### src/rtl/weight_loader_pkg.sv
// ---------------------------------------------------------------------------
// weight_loader_pkg
//   Shared types for the weight loader: the session state encoding.
//   Holds no parameters; sizing lives on the weight_loader module itself.
// ---------------------------------------------------------------------------
package weight_loader_pkg;

    // Session phases: wait for start, stream words into memory, let the last
    // registered write reach the bus, read everything back, report result.
    typedef enum logic [2:0] {
        IDLE   = 3'd0,
        WRITE  = 3'd1,
        FLUSH  = 3'd2,
        VERIFY = 3'd3,
        DONE   = 3'd4
    } loader_state_t;

endpackage : weight_loader_pkg

### src/rtl/weight_loader_if.sv
// ---------------------------------------------------------------------------
// weight_loader_if
//   Upstream weight stream handshake into the loader.
//   data_i  : weight word from the upstream stream
//   valid_i : data_i is valid
//   ready_o : loader accepts data_i this cycle
//   modport master : upstream source (drives data_i/valid_i)
//   modport slave  : the loader (drives ready_o)
// ---------------------------------------------------------------------------
interface weight_loader_if #(
    parameter int WORD_SIZE = 16
);
    import weight_loader_pkg::*;

    logic [WORD_SIZE-1:0] data_i;
    logic                 valid_i;
    logic                 ready_o;

    modport master (output data_i, output valid_i, input ready_o);
    modport slave  (input data_i, input valid_i, output ready_o);

endinterface : weight_loader_if

### src/rtl/weight_loader.sv
// ---------------------------------------------------------------------------
// weight_loader
//   Streams DEPTH weight words into an external SRAM (addresses 0..DEPTH-1),
//   then reads them back and compares a modulo-2**WORD_SIZE checksum of the
//   read data against the checksum of the accepted words.
//
// Ports
//   clk_i        : clock, rising edge
//   reset_i      : synchronous active-high reset
//   start_i      : one-cycle pulse starting a session (IDLE or DONE only)
//   in_if        : weight stream (data_i / valid_i / ready_o), slave side
//   mem_addr_o   : SRAM address, registered
//   mem_data_o   : SRAM write data, registered
//   mem_wen_o    : SRAM write enable, active low, registered
//   mem_rdata_i  : SRAM read data, one cycle after the address
//   busy_o       : session in progress (WRITE, FLUSH, VERIFY)
//   done_o       : session complete, held until next start or reset
//   error_o      : readback checksum mismatch, valid with done_o
// ---------------------------------------------------------------------------
module weight_loader
    import weight_loader_pkg::*;
#(
    parameter int ADDR_WIDTH = 6,
    parameter int WORD_SIZE  = 16,
    parameter int DEPTH      = 2 ** ADDR_WIDTH
) (
    input  logic                  clk_i,
    input  logic                  reset_i,
    input  logic                  start_i,
    weight_loader_if.slave        in_if,
    output logic [ADDR_WIDTH-1:0] mem_addr_o,
    output logic [WORD_SIZE-1:0]  mem_data_o,
    output logic                  mem_wen_o,
    input  logic [WORD_SIZE-1:0]  mem_rdata_i,
    output logic                  busy_o,
    output logic                  done_o,
    output logic                  error_o
);

    // One extra bit so the counter can reach DEPTH when DEPTH == 2**ADDR_WIDTH.
    localparam int CNT_W = ADDR_WIDTH + 1;
    localparam logic [CNT_W-1:0] LAST_WORD = CNT_W'(DEPTH - 1);
    localparam logic [CNT_W-1:0] VERIFY_END = CNT_W'(DEPTH);

    loader_state_t        state;
    logic                 ready_q;
    logic [CNT_W-1:0]     cnt;
    logic [CNT_W-1:0]     cnt_nxt;
    logic [WORD_SIZE-1:0] wsum;
    logic [WORD_SIZE-1:0] rsum;
    logic [WORD_SIZE-1:0] wsum_nxt;
    logic [WORD_SIZE-1:0] rsum_nxt;
    logic                 accept;

    assign in_if.ready_o = ready_q;
    assign accept        = in_if.valid_i && ready_q;
    assign cnt_nxt       = cnt + 1'b1;
    // Checksums wrap naturally at WORD_SIZE bits.
    assign wsum_nxt      = wsum + in_if.data_i;
    assign rsum_nxt      = rsum + mem_rdata_i;

    always_ff @(posedge clk_i) begin
        if (reset_i) begin
            // Forcing mem_wen_o high here also drops any write that was
            // accepted in the reset cycle.
            state      <= IDLE;
            ready_q    <= 1'b0;
            mem_addr_o <= '0;
            mem_data_o <= '0;
            mem_wen_o  <= 1'b1;
            busy_o     <= 1'b0;
            done_o     <= 1'b0;
            error_o    <= 1'b0;
            cnt        <= '0;
            wsum       <= '0;
            rsum       <= '0;
        end else begin
            // A write strobe lasts exactly the one cycle after its accept.
            mem_wen_o <= 1'b1;

            case (state)
                IDLE, DONE: begin
                    if (start_i) begin
                        state   <= WRITE;
                        ready_q <= 1'b1;
                        busy_o  <= 1'b1;
                        done_o  <= 1'b0;
                        error_o <= 1'b0;
                        cnt     <= '0;
                        wsum    <= '0;
                        rsum    <= '0;
                    end
                end

                WRITE: begin
                    if (accept) begin
                        mem_addr_o <= cnt[ADDR_WIDTH-1:0];
                        mem_data_o <= in_if.data_i;
                        mem_wen_o  <= 1'b0;
                        wsum       <= wsum_nxt;
                        cnt        <= cnt_nxt;
                        if (cnt == LAST_WORD) begin
                            ready_q <= 1'b0;
                            state   <= FLUSH;
                        end
                    end
                end

                FLUSH: begin
                    // Final write is on the bus this cycle; line up read
                    // address 0 for the first VERIFY cycle.
                    mem_addr_o <= '0;
                    cnt        <= '0;
                    state      <= VERIFY;
                end

                VERIFY: begin
                    // cnt counts VERIFY cycles; read data for address cnt-1
                    // arrives in cycle cnt, so cycle 0 has nothing to sum.
                    if (cnt != '0) begin
                        rsum <= rsum_nxt;
                    end
                    if (cnt == VERIFY_END) begin
                        state   <= DONE;
                        busy_o  <= 1'b0;
                        done_o  <= 1'b1;
                        error_o <= (rsum_nxt != wsum);
                    end else begin
                        cnt <= cnt_nxt;
                        if (cnt_nxt != VERIFY_END) begin
                            mem_addr_o <= cnt_nxt[ADDR_WIDTH-1:0];
                        end
                    end
                end

                default: begin
                    state   <= IDLE;
                    ready_q <= 1'b0;
                    busy_o  <= 1'b0;
                end
            endcase
        end
    end

endmodule : weight_loader
### src/flat_wrapper.sv
// flat-port wrapper written by rule: the top's interface ports become plain ports
module weight_loader_flat import weight_loader_pkg::*;
#(
    parameter int ADDR_WIDTH = 6,
    parameter int WORD_SIZE  = 16,
    parameter int DEPTH      = 2 ** ADDR_WIDTH
)
  (clk_i, reset_i, start_i, mem_addr_o, mem_data_o, mem_wen_o, mem_rdata_i, busy_o, done_o, error_o, in_if_data_i, in_if_valid_i, in_if_ready_o);
  weight_loader_if #(.WORD_SIZE(WORD_SIZE)) in_if_i ();
  input  logic clk_i;
  input  logic reset_i;
  input  logic start_i;
  output logic [ADDR_WIDTH-1:0] mem_addr_o;
  output logic [WORD_SIZE-1:0] mem_data_o;
  output logic mem_wen_o;
  input  logic [WORD_SIZE-1:0] mem_rdata_i;
  output logic busy_o;
  output logic done_o;
  output logic error_o;
  input wire logic [$bits(in_if_i.data_i)-1:0] in_if_data_i;
  input wire logic [$bits(in_if_i.valid_i)-1:0] in_if_valid_i;
  output wire logic [$bits(in_if_i.ready_o)-1:0] in_if_ready_o;
  assign in_if_i.data_i = in_if_data_i;
  assign in_if_i.valid_i = in_if_valid_i;
  assign in_if_ready_o = in_if_i.ready_o;
  weight_loader #(.ADDR_WIDTH(ADDR_WIDTH), .WORD_SIZE(WORD_SIZE), .DEPTH(DEPTH)) u_core (.clk_i(clk_i), .reset_i(reset_i), .start_i(start_i), .in_if(in_if_i), .mem_addr_o(mem_addr_o), .mem_data_o(mem_data_o), .mem_wen_o(mem_wen_o), .mem_rdata_i(mem_rdata_i), .busy_o(busy_o), .done_o(done_o), .error_o(error_o));
endmodule
### config.mk
export PLATFORM = sky130hd
export DESIGN_NAME = weight_loader_flat
export DESIGN_NICKNAME = d
export VERILOG_FILES = /design/src/rtl/weight_loader_pkg.sv /design/src/rtl/weight_loader_if.sv /design/src/rtl/weight_loader.sv /design/src/flat_wrapper.sv
export SDC_FILE = /design/constraint.sdc
export NUM_CORES = 1
export LEC_CHECK = 0
export CORE_MARGIN = 2
export CORE_UTILIZATION = 36
export CTS_BUF_LIST = sky130_fd_sc_hd__clkbuf_4
export CTS_CLUSTER_DIAMETER = 30
export CTS_CLUSTER_SIZE = 30
export DETAILED_ROUTE_END_ITERATION = 10
export GPL_TIMING_DRIVEN = 1
export SETUP_SLACK_MARGIN = 0.2
export SLEW_MARGIN = 0
export SYNTH_ARGS = -nofsm -noshare
export SYNTH_HDL_FRONTEND = slang
export SYNTH_SLANG_ARGS = --single-unit
### constraint.sdc
create_clock -name clk_i -period 3.1 [get_ports clk_i]
set_input_delay 0.62 -clock clk_i [delete_from_list [all_inputs] [get_ports clk_i]]
set_output_delay 0.62 -clock clk_i [all_outputs]
set_load 0.03 [all_outputs]
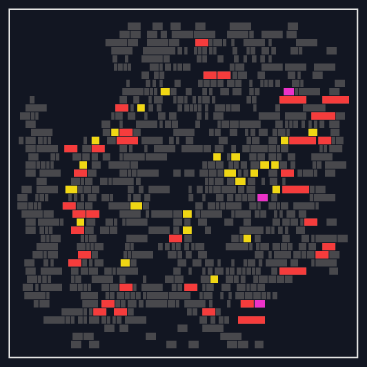
(images/logic_types.png)
Scale: 3 px per um.
| colour | family | cells |
|---|---|---|
| red | adder and majority cells | 35 |
| magenta | multiplexers | 3 |
| yellow | AND-OR and OR-AND gates | 23 |

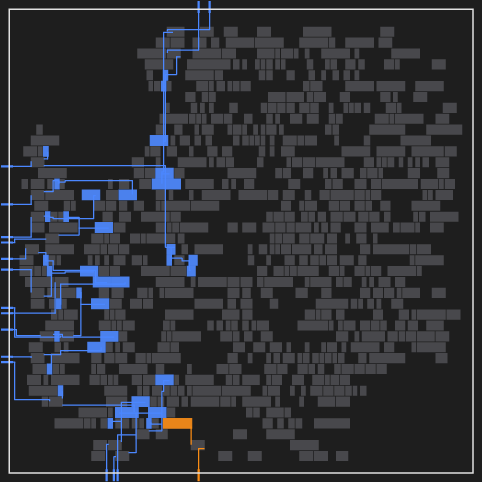
(images/io_fan.png)
Scale: 4 px per um.
| colour | port | bits | direction | edge | end cells | wire |
|---|---|---|---|---|---|---|
| blue | in_if_data_i | 16 | input | 11 left, 3 bottom, 2 top | 36 | 584 um |
| orange | mem_wen_o | 1 | output | bottom | 1 | 11.4 um |
PortBufs: 62
I/O pins: 63

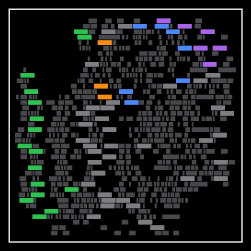
(images/flops_by_reg.png)
Scale: 2 px per um.
| colour | signal | flops |
|---|---|---|
| green | u_core.mem_data_o | 16 |
| purple | u_core.mem_addr_o | 6 |
| blue | u_core.cnt | 7 |
| orange | u_core.state | 3 |
Flop area: 1383 um^2
sequential cell power: 938 uW
Post-Route Utilization: 48.71%
flop share of the area: 23.53%

==> out/metrics.yaml <==
synthCells: 581
dp_cells: 835
route.vias.total: 4409
clockRootBuffer: "clkbuf_4"
synthMuxAreaShare_pct: 0.6698
comb_power_share_pct: 22.5
dieHeight_um: 115.6
internal_power_mw: 1.341
reg2reg_depth: 12
final-nonclk-buf-share_pct: 17.12
ys_seq_share_pct: 30.81
tightest_slew_ns: 0.7969
crit_path_end: "u_core.error_o"
xor_area_share_pct: 8.903
area_growth_pct: 31.06
clockPowerShare_pct: 29.7
firstDrtPassIters: 5
ant_nets: 0
route.detailed.drc: 0
p_total_mw: 1.959
yosys.area_share.simple_pct: 24.59
r2r_start: "u_core.rsum[0]"
fmaxAchievable_mhz: 347.6
arrival_ns: 3.23
wl_met3_um: 536
gp_congestion: 0.8960
power_frac_seq_pct: 47.9
cts_hold_buf: 0
power_density_nw_per_um2: 333.4
grt_pass1_wl_mm: 20.17
final-setup-viol-count: 0
crit_type: "primary input to flip-flop"
post_cts_resized: 21
most_common_cell: "nand2_1"
hold_path_class: "flip-flop to flip-flop"
chipArea_um2: 13360
ys.flops: 69
status: "completed"
final_hold_viol_count: 0
synth_cell_type_count: 61
rrSetupSlack_ns: 0.28
reg_top3: "u_core.mem_data_o x16, u_core.rsum x16, u_core.wsum x16"
dominant_cells: "logic gates"
synthAoiAreaFrac_pct: 21.21
startpoint: "mem_rdata_i[1]"
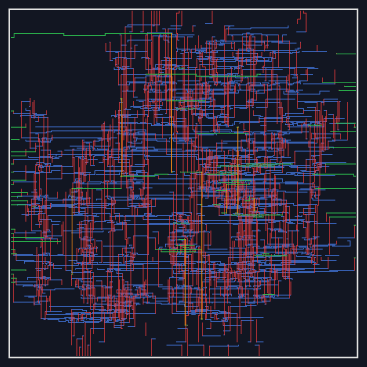
(images/wires.png)
Scale: 3 px per um.
| colour | layer | wire length |
|---|---|---|
| red | metal 2 | 5,710 um |
| orange | metal 4 | 220 um |
| green | metal 3 | 537 um |
| blue | metal 1 | 6,050 um |
final wirelength: 12.52 mm
post-DR wirelength/cell: 14.69 um

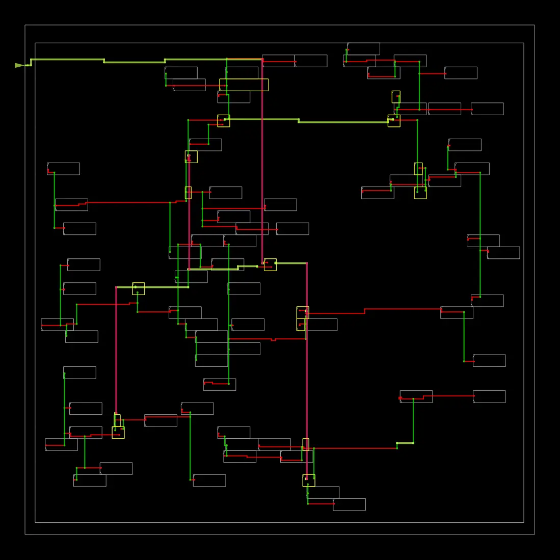
(images/clocks.png)
clkbuf count: 9
Clock Skews: 0.02363 ns
Seq cells: 69
Late-Pin Clk Latency: 0.45 ns
CTS buffer count: 9

Power figures rest on the tool's default switching activity, not on a simulated workload.
